==> images/met1.png <==
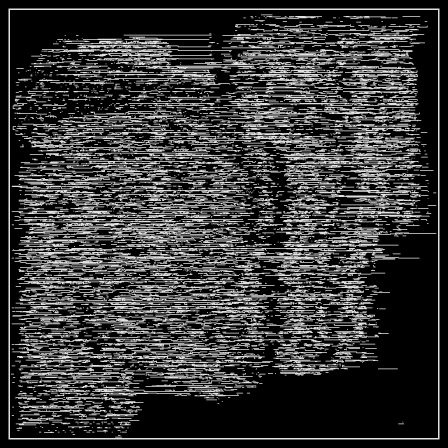
==> images/met2.png <==
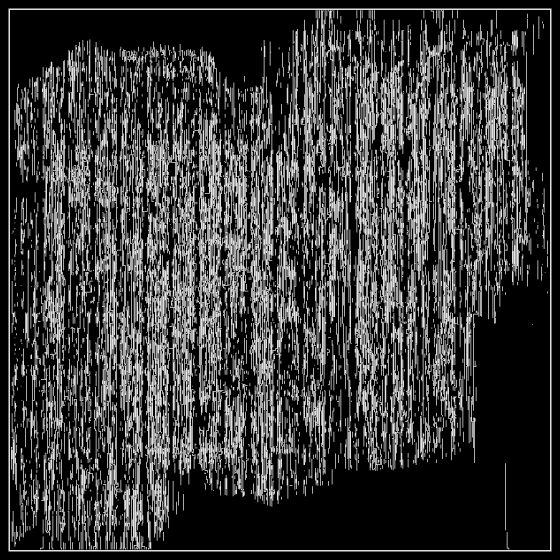
<file path="config.mk">
export PLATFORM = sky130hd
export DESIGN_NAME = ex_cmplx_mac
export DESIGN_NICKNAME = d
export VERILOG_FILES = /design/src/rtl/yfilt_pkg.sv /design/src/rtl/ex_cmplx_mac_mul24s.sv /design/src/rtl/ex_cmplx_mac.sv
export SDC_FILE = /design/constraint.sdc
export NUM_CORES = 2
export LEC_CHECK = 0
export ABC_CLOCK_PERIOD_IN_PS = 33200
export CAP_MARGIN = 5
export CORE_MARGIN = 2
export CORE_UTILIZATION = 55
export CTS_BUF_LIST = sky130_fd_sc_hd__clkbuf_8
export DETAILED_ROUTE_END_ITERATION = 8
export PLACE_DENSITY = 0.8
export SYNTH_ARGS = -nofsm -noshare
export SYNTH_HDL_FRONTEND = slang
export SYNTH_SLANG_ARGS = --single-unit
</file>
<file path="constraint.sdc">
create_clock -name clock -period 33.2 [get_ports clock]
set_clock_uncertainty 0.1 [all_clocks]
set_input_delay 8.3 -clock clock [delete_from_list [all_inputs] [get_ports clock]]
set_output_delay 8.3 -clock clock [all_outputs]
set_load 0.05 [all_outputs]
</file>
<file path="src/rtl/yfilt_pkg.sv">
// Shared widths and helpers for the y-filter datapath (filt_yVal and ex_cmplx_mac).
package yfilt_pkg;

  localparam int unsigned DATA_W = 24;
  localparam int unsigned YENT_W = 48;
  localparam int unsigned ACC_W  = 52;
  localparam int unsigned FRAC_W = 23;

  typedef enum logic [1:0] {
    IDLE,
    MUL,
    DONE
  } macState_e;

  // Rescale a Q-format accumulator back to Q1.23, clamping on overflow.
  function automatic logic [DATA_W-1:0] satShift(input logic signed [ACC_W-1:0] acc);
    logic signed [ACC_W-1:0]      sh;
    logic [ACC_W-DATA_W:0]        upper;
    sh    = acc >>> FRAC_W;
    upper = sh[ACC_W-1:DATA_W-1];
    if (upper == '0 || upper == '1)
      return sh[DATA_W-1:0];
    else if (sh[ACC_W-1])
      return {1'b1, {(DATA_W-1){1'b0}}};
    else
      return {1'b0, {(DATA_W-1){1'b1}}};
  endfunction

endpackage

</file>
<file path="src/rtl/ex_cmplx_mac_mul24s.sv">
// Registered signed 24x24 -> 48 multiplier used by the complex MAC.
module mul24s
  import yfilt_pkg::*;
(
  input  logic                     clock,
  input  logic                     reset,
  input  logic signed [DATA_W-1:0] a,
  input  logic signed [DATA_W-1:0] b,
  output logic signed [YENT_W-1:0] p
);

  always_ff @(posedge clock or posedge reset) begin
    if (reset)
      p <= '0;
    else
      p <= YENT_W'(a) * YENT_W'(b);
  end

endmodule

</file>
<file path="src/rtl/ex_cmplx_mac.sv">
// Complex multiply-accumulate of a change value against two y entries, one real
// multiply per cycle, with saturated Q1.23 results and a one-cycle done pulse.
module ex_cmplx_mac
  import yfilt_pkg::*;
(
  input  logic              clock,
  input  logic              reset,
  input  logic              ex_EN,
  input  logic              acc_clr,
  input  logic [DATA_W-1:0] chng_real,
  input  logic [DATA_W-1:0] chng_img,
  input  logic [YENT_W-1:0] yVal1,
  input  logic [YENT_W-1:0] yVal2,
  output logic              op_exModDone,
  output logic              op_busy,
  output logic [DATA_W-1:0] op_real,
  output logic [DATA_W-1:0] op_img
);

  macState_e                state;
  logic [2:0]               k;
  logic signed [DATA_W-1:0] cr, ci;
  logic [YENT_W-1:0]        y1, y2;
  logic signed [ACC_W-1:0]  accRe, accIm;
  logic signed [ACC_W-1:0]  accReNext, accImNext, term;
  logic                     prodVld;
  logic [1:0]               prodSel;
  logic signed [DATA_W-1:0] mulA, mulB, yr, yi;
  logic signed [YENT_W-1:0] product;

  // k[2] picks the y entry; k[1:0] walks cr*yr, ci*yi, cr*yi, ci*yr.
  always_comb begin
    yr   = k[2] ? y2[YENT_W-1:DATA_W] : y1[YENT_W-1:DATA_W];
    yi   = k[2] ? y2[DATA_W-1:0]      : y1[DATA_W-1:0];
    mulA = k[0] ? ci : cr;
    mulB = (k[0] ^ k[1]) ? yi : yr;
  end

  mul24s uMul (
    .clock (clock),
    .reset (reset),
    .a     (mulA),
    .b     (mulB),
    .p     (product)
  );

  // Products arrive one cycle after issue, so the last term is folded in
  // combinationally while in DONE to meet the fixed 9-edge latency.
  always_comb begin
    term      = ACC_W'(product);
    accReNext = accRe;
    accImNext = accIm;
    if (prodVld) begin
      case (prodSel)
        2'd0:    accReNext = accRe + term;
        2'd1:    accReNext = accRe - term;
        default: accImNext = accIm + term;
      endcase
    end
  end

  always_ff @(posedge clock or posedge reset) begin
    if (reset) begin
      state        <= IDLE;
      k            <= '0;
      cr           <= '0;
      ci           <= '0;
      y1           <= '0;
      y2           <= '0;
      accRe        <= '0;
      accIm        <= '0;
      prodVld      <= 1'b0;
      prodSel      <= '0;
      op_exModDone <= 1'b0;
      op_busy      <= 1'b0;
      op_real      <= '0;
      op_img       <= '0;
    end else begin
      op_exModDone <= 1'b0;
      prodVld      <= (state == MUL);
      prodSel      <= k[1:0];
      accRe        <= accReNext;
      accIm        <= accImNext;
      case (state)
        IDLE: begin
          if (acc_clr) begin
            accRe <= '0;
            accIm <= '0;
          end
          if (ex_EN) begin
            cr      <= chng_real;
            ci      <= chng_img;
            y1      <= yVal1;
            y2      <= yVal2;
            k       <= '0;
            op_busy <= 1'b1;
            state   <= MUL;
          end
        end
        MUL: begin
          k <= k + 3'd1;
          if (k == 3'd7)
            state <= DONE;
        end
        DONE: begin
          op_real      <= satShift(accReNext);
          op_img       <= satShift(accImNext);
          op_exModDone <= 1'b1;
          op_busy      <= 1'b0;
          state        <= IDLE;
        end
        default: state <= IDLE;
      endcase
    end
  end

endmodule

</file>
==> job_summary.md <==
## Implementation flow summary

| Metric | Value |
|---|---|
| Final HPWL DP | 88.2 mm |
| Cells after synthesis | approximately 4.8k |
| Global-route total usage across every layer | between 30 and 40% |
| Hold path cells | 2 |
| WHS Endpoint | y2[42] |
| Top cells, area | fa_1 (29%), dfrtp_1 (21%), nand2_1 (8.6%) |
| Crit Path Max Fanout | 2 |
| Io pins | just under 200 |
| Setup bufs post-CTS | 0 |
| Biggest regs | accIm: 52 flops, accRe: 52 flops |
| Main logic family | adder cells |
| Routed wl met3 | approximately 10 mm |
| Synth-to-Final Area Change | 9.77% |
| Late-Pin Clk Latency | a little over 700 ps |
| Outcome | finished clean |
| Initial antenna violation count | 2 |
| Mux share | 3.21% |
| CTS Sinks | ~350 |
| Placed cell area | roughly 0.045 mm^2 |
| Cell area after synthesis | ~0.042 mm^2 |
| Final setup violation count | 0 |
## Picture notes: met1.png
The longest straight run is 57.5 um. The layer carries 45.3 mm of wire. The layer holds 39% of the routed length. 5418 nets have wire on it. The wires run mostly horizontal.

## Picture notes: met2.png
4991 nets have wire on it. The layer holds 47% of the routed length. The wires run mostly vertical. The longest straight run is 94.5 um.

layout make-up:
| cell class | instances | area share (%) |
|---|---|---|
| multi-input combinational | 3569 | 64.9 |
| sequential | 354 | 19.1 |
| inverter | 662 | 5.38 |
| timing repair buffer | 242 | 5.01 |
| tap | 1030 | 2.78 |
| clock buffer | 75 | 2.23 |
| clock inverter | 34 | 0.618 |
| antenna | 1 | 0.00540 |
metrics by stage:
step	hold slack (ps)	setup WS, ps	cells	util, %
2_1_floorplan	277	14980	4797	-
3_3_place_gp	355	22590	5857	59.3
3_5_place_dp	358	22570	5857	59.3
4_1_cts	351	22730	5966	61.0
5_1_grt	355	22730	5967	61.0
6_report	372	22730	5967	61.0
